[config.mk]
export PLATFORM = sky130hd
export DESIGN_NAME = core_fetch_stream
export DESIGN_NICKNAME = d
export VERILOG_FILES = /design/src/rtl/core_fetch_stream.sv
export SDC_FILE = /design/constraint.sdc
export NUM_CORES = 1
export LEC_CHECK = 0
export ABC_AREA = 0
export CORE_MARGIN = 3
export CORE_UTILIZATION = 60
export DETAILED_ROUTE_END_ITERATION = 8
export PLACE_DENSITY_LB_ADDON = 0.15
export SLEW_MARGIN = 20
export SYNTH_ARGS = -nofsm -noshare
export SYNTH_HDL_FRONTEND = slang
export SYNTH_SLANG_ARGS = --single-unit
[constraint.sdc]
create_clock -name clk -period 8.4 [get_ports clk]
set_input_delay 2.1 -clock clk [delete_from_list [all_inputs] [get_ports clk]]
set_output_delay 2.1 -clock clk [all_outputs]
set_load 0.02 [all_outputs]
[src/rtl/core_fetch_stream.sv]
// core_fetch_stream: block-aligned instruction prefetch front end.
// Issues fetches of LANES halfwords with up to MAX_OUT requests in flight,
// buffers returned halfwords in a DEPTH-entry FIFO and presents a window of
// up to LANES consecutive halfwords to decode. Redirects flush the buffer
// and mark every still-pending request stale so its data is dropped.
module core_fetch_stream #(
  parameter int          LANES    = 2,
  parameter int          DEPTH    = 8,
  parameter int          MAX_OUT  = 2,
  parameter logic [30:0] RESET_PC = 31'd0
) (
  input  logic                             clk,
  input  logic                             rst,
  input  logic                             redirect,
  input  logic [30:0]                      redirect_target,
  output logic                             req_valid,
  input  logic                             req_ready,
  output logic [30-$clog2(LANES):0]        req_addr,
  input  logic                             rsp_valid,
  input  logic [16*LANES-1:0]              rsp_data,
  output logic [$clog2(LANES+1)-1:0]       out_count,
  output logic [16*LANES-1:0]              out_data,
  output logic [30:0]                      out_pc,
  input  logic [$clog2(LANES+1)-1:0]       consume
);

  localparam int LW  = $clog2(LANES);
  localparam int AW  = 31 - LW;
  localparam int CW  = $clog2(LANES + 1);
  localparam int PW  = $clog2(DEPTH);
  localparam int OCW = $clog2(DEPTH + 1);
  localparam int OW  = $clog2(MAX_OUT + 1);

  // Architectural state
  logic [15:0]    mem [DEPTH];
  logic [PW-1:0]  head_ptr;
  logic [OCW-1:0] occ;
  logic [30:0]    head_pc;
  logic [AW-1:0]  fetch_pc;
  logic [LW-1:0]  skip;
  logic [OW-1:0]  outstanding;
  logic [OW-1:0]  discard;

  // Next-state values
  logic [15:0]    mem_n [DEPTH];
  logic [PW-1:0]  head_n;
  logic [OCW-1:0] occ_n;
  logic [30:0]    head_pc_n;
  logic [AW-1:0]  fetch_n;
  logic [LW-1:0]  skip_n;
  logic [OW-1:0]  out_n;
  logic [OW-1:0]  disc_n;
  logic [PW-1:0]  tail;
  logic [OCW-1:0] wr_cnt;
  logic [CW-1:0]  cnt_n;
  logic [16*LANES-1:0] data_n;

  logic [15:0] committed;
  logic        req_fire;

  assign req_addr = fetch_pc;
  assign out_pc   = head_pc;
  assign req_fire = req_valid && req_ready;

  // Request only when the FIFO space not yet promised to live in-flight blocks
  // can hold one more full block; stale requests hold no credit.
  always_comb begin
    committed = 16'(occ) + 16'(LANES) * 16'(outstanding - discard);
    req_valid = !rst && !redirect && (outstanding < OW'(MAX_OUT))
                && (committed <= 16'(DEPTH - LANES));
  end

  // Next-state for FIFO, pointers and request bookkeeping; a redirect
  // overrides same-cycle consume and response.
  always_comb begin
    mem_n     = mem;
    head_n    = head_ptr;
    occ_n     = occ;
    head_pc_n = head_pc;
    fetch_n   = fetch_pc;
    skip_n    = skip;
    out_n     = outstanding;
    disc_n    = discard;
    wr_cnt    = '0;
    tail      = head_ptr + PW'(occ);
    if (redirect) begin
      head_n    = '0;
      occ_n     = '0;
      head_pc_n = redirect_target;
      fetch_n   = redirect_target[30:LW];
      skip_n    = redirect_target[LW-1:0];
      out_n     = outstanding - OW'(rsp_valid);
      disc_n    = outstanding - OW'(rsp_valid);
    end else begin
      out_n = outstanding + OW'(req_fire) - OW'(rsp_valid);
      if (req_fire) begin
        fetch_n = fetch_pc + AW'(1);
      end
      if (rsp_valid) begin
        if (discard != '0) begin
          disc_n = discard - OW'(1);
        end else begin
          for (int i = 0; i < LANES; i++) begin
            if (LW'(i) >= skip) begin
              mem_n[tail + PW'(i) - PW'(skip)] = rsp_data[16*i +: 16];
            end
          end
          wr_cnt = OCW'(LANES) - OCW'(skip);
          skip_n = '0;
        end
      end
      head_n    = head_ptr + PW'(consume);
      occ_n     = occ - OCW'(consume) + wr_cnt;
      head_pc_n = head_pc + 31'(consume);
    end
  end

  // Window seen by decode next cycle, built from the post-update FIFO;
  // lanes past the valid count read as zero.
  always_comb begin
    cnt_n  = (occ_n >= OCW'(LANES)) ? CW'(LANES) : CW'(occ_n);
    data_n = '0;
    for (int i = 0; i < LANES; i++) begin
      if (CW'(i) < cnt_n) begin
        data_n[16*i +: 16] = mem_n[head_n + PW'(i)];
      end
    end
  end

  // FIFO storage carries no reset; occupancy alone says what is valid.
  always_ff @(posedge clk) begin
    mem <= mem_n;
  end

  // Control state and registered decode window.
  always_ff @(posedge clk) begin
    if (rst) begin
      head_ptr    <= '0;
      occ         <= '0;
      head_pc     <= RESET_PC;
      fetch_pc    <= RESET_PC[30:LW];
      skip        <= RESET_PC[LW-1:0];
      outstanding <= '0;
      discard     <= '0;
      out_count   <= '0;
      out_data    <= '0;
    end else begin
      head_ptr    <= head_n;
      occ         <= occ_n;
      head_pc     <= head_pc_n;
      fetch_pc    <= fetch_n;
      skip        <= skip_n;
      outstanding <= out_n;
      discard     <= disc_n;
      out_count   <= cnt_n;
      out_data    <= data_n;
    end
  end

endmodule

**Run 1: drive-strength map**

Scale: 2 px per um.
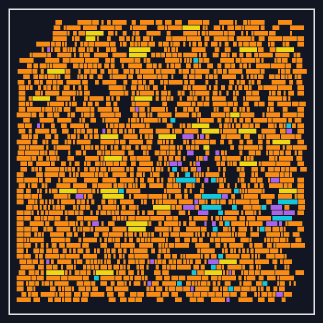
| color | size | cells | share |
|---|---|---|---|
| orange | drive 1 or less | 1569 | 94% |
| yellow | drive 6 and up | 31 | 1.9% |
| purple | drive 2 | 37 | 2.2% |
| cyan | drive 3 to 4 | 26 | 1.6% |
Final Instance Area: 15200 um2
number of signal-net buffers in the layout: 185

**Run 1: the metal 3 layer**

Scale: 2 px per um. Cells faint in the background.
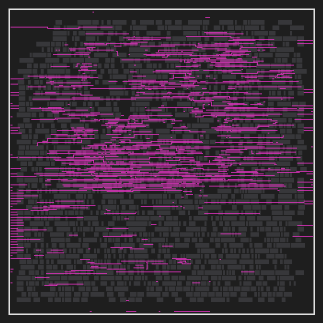
nets with wire on the layer: 306
main direction: horizontal
longest straight run: 83.5 um
share of all routed wire: 13%
wire length on this layer: 6100 um
met3 Resource Use GR: 8.72%
vias after detailed routing: 13400
WL final: 45400 um

**Run 1: where the registers sit**

Scale: 2 px per um. Other sequential cells in the stronger gray, the rest of the logic in the fainter gray.
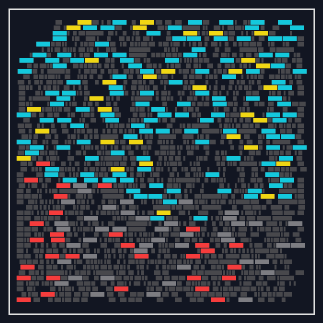
| color | name in the netlist | flops |
|---|---|---|
| yellow | out_data | 32 |
| red | out_pc | 31 |
| cyan | mem | 128 |
not colored: 44
seq pwr: 1660 uW
Seq area share: 31.0%
Storage cell area: 4700 um2
post-layout util: 73.8%

==> metrics.yaml, run 1 <==
hold_depth: 2
dp_hpwl_um: 28400
pwr-share-seq_pct: 38.5
r2r-end: "out_data[15]"
drt_iter0_drc: 1722
r2r-start: "occ[0]"
antenna_cells: 0
fp.dieH_um: 152
cts_buffers: 25
wire_per_inst_um: 23.5
busiest_layer: "met2"
num-nonclk-inverters: 147
p_comb_uw: 1540
cts.hold.buffers_added: 0
hold_violations: 0
p_leak_uw: 0.00577
ys_cells: 1563
period_used_pct: 73.0
nClkBuffers: 31
logic_area_um2: 6990
clk_share_pct: 5.30
maxUsedRoutingLayer: "met4"
via_per_inst: 6.94
largest_reg_flops: 128
grt_overflow: 0
setup_viol: 0
syn_nets: 1663
route.met3.wl_um: 6100
cap_viol_max_count: 0
status: "finished, final reports clean"
cts_tree: "built"
fin_ws_ns: 2.27
topCellsByArea: "dfxtp_1 (37%), o22ai_1 (7.4%), o22a_1 (5.3%)"
internal_power_uw: 2760
skew_ns: 0.0197
clock_sinks: 235
io_buffers: 165
clk_path_buf_depth: 3
p_per_area_nw_per_um2: 284
flops: 235
crit_family: "simple AND/OR/NAND/NOR gates"
reg2reg_depth: 12
netlist.area_leader.share_pct: 36.9
die_x_um: 152
synth.cellmix.simpleShare_pct: 16.8
cts_root_buf: "clkbuf_16"
ys_sh_xor_pct: 4.26
crit_top_cell: "ha_1"
## Run 2: what changed since run 1
- CORE_UTILIZATION: 60 -> 56
- clock period: 8.4 -> 6.4 ns (I/O delays scaled with it)
**Run 2: placement view**

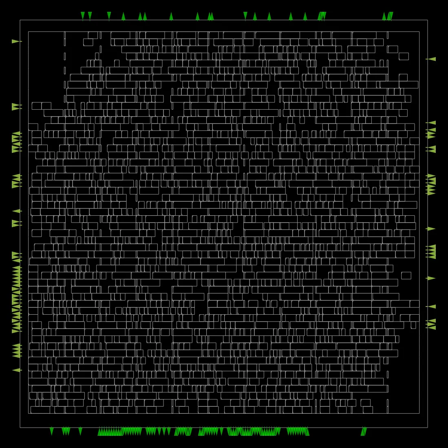
num rows: 54
fillers: 1785

==> metrics.yaml, run 2 <==
taps: 280
crit_family: "simple AND/OR/NAND/NOR gates"
status: "finished, final reports clean"
fp.dieH_um: 157  # +3.4%
setup_viol: 0  # unchanged
internal_power_uw: 3780  # +37%
seqCellArea_um2: 4700  # unchanged
dp.cells: 1908
clk_share_pct: 6.05  # +0.75 points
netlist.area_leader.share_pct: 36.9  # unchanged
critPathMaxStageDelay_ns: 0.69
cts_buffers: 27  # +8.0%
dp_hpwl_um: 29700  # +4.7%
clock_sinks: 235  # unchanged
wire_per_inst_um: 23.2  # -1.3%
p_comb_uw: 2040  # +32%
hold_depth: 2  # unchanged
grtUsageMet3_pct: 7.30  # -1.4 points
r2r-start: "occ[0]"
nClkBuffers: 38  # +23%
cts_root_buf: "clkbuf_16"
cts_tree: "built"
busiest_layer: "met2"
antenna_cells: 0  # unchanged
drt_iter0_drc: 1724  # +0.12%
period_used_pct: 86.4
route.met3.wl_um: 5420  # -11%
powerSeq_uw: 2180  # +31%
ys_cells: 1563  # unchanged
sh_seq_area_pct: 30.6  # -0.37 points
max-vdd-ir-drop_uv: 266
cap_viol_max_count: 0  # unchanged
grt_overflow: 0  # unchanged
post-route-util_pct: 69.5  # -4.3 points
syn_nets: 1663  # unchanged
via_per_inst: 6.81  # -1.8%
skew_ns: 0.00843  # -0.0112 ns
p_clk_uw: 1630
hold_violations: 0  # unchanged
vias: 13300  # -0.65%
num-nonclk-inverters: 147  # unchanged
clk_path_buf_depth: 3  # unchanged
largest_reg_flops: 128  # unchanged
r2r-end: "out_data[31]"
p_leak_uw: 0.00587  # +1.6%
io_buffers: 165  # unchanged
synth.cellmix.simpleShare_pct: 16.8  # unchanged
wl_um: 45300  # -0.17%
core-area_um2: 22100
maxUsedRoutingLayer: "met4"
cts_resized: 0
cts.hold.buffers_added: 0  # unchanged
p_per_area_nw_per_um2: 381  # +34%
flops: 235  # unchanged
final_area_um2: 15400  # +1.2%
initCoreUtil_pct: 57.7
fin_ws_ns: 0.871  # -1.40 ns
topCellsByArea: "dfxtp_1 (37%), o22ai_1 (7.4%), o22a_1 (5.3%)"
worst_ep_arrival_time_ns: 5.94
pwr-share-seq_pct: 37.3  # -1.2 points
crit_chain: "clkdlybuf4s50_1, nand3_1, fa_1, fa_1, xor2_1, or3b_1, mux2i_1, nor2_1, nand3_1, o22ai_1, or4_1"
logic_area_um2: 6980  # -0.13%
lay_top_cells: "dfxtp_1 (235), clkdlybuf4s50_1 (163), o22ai_1 (151), inv_1 (144), nor2_1 (142)"
buffers: 192  # +3.8%
die_x_um: 157  # +3.4%
reg2reg_depth: 11  # -1
Power figures rest on the tool's default switching activity, not on a simulated workload.
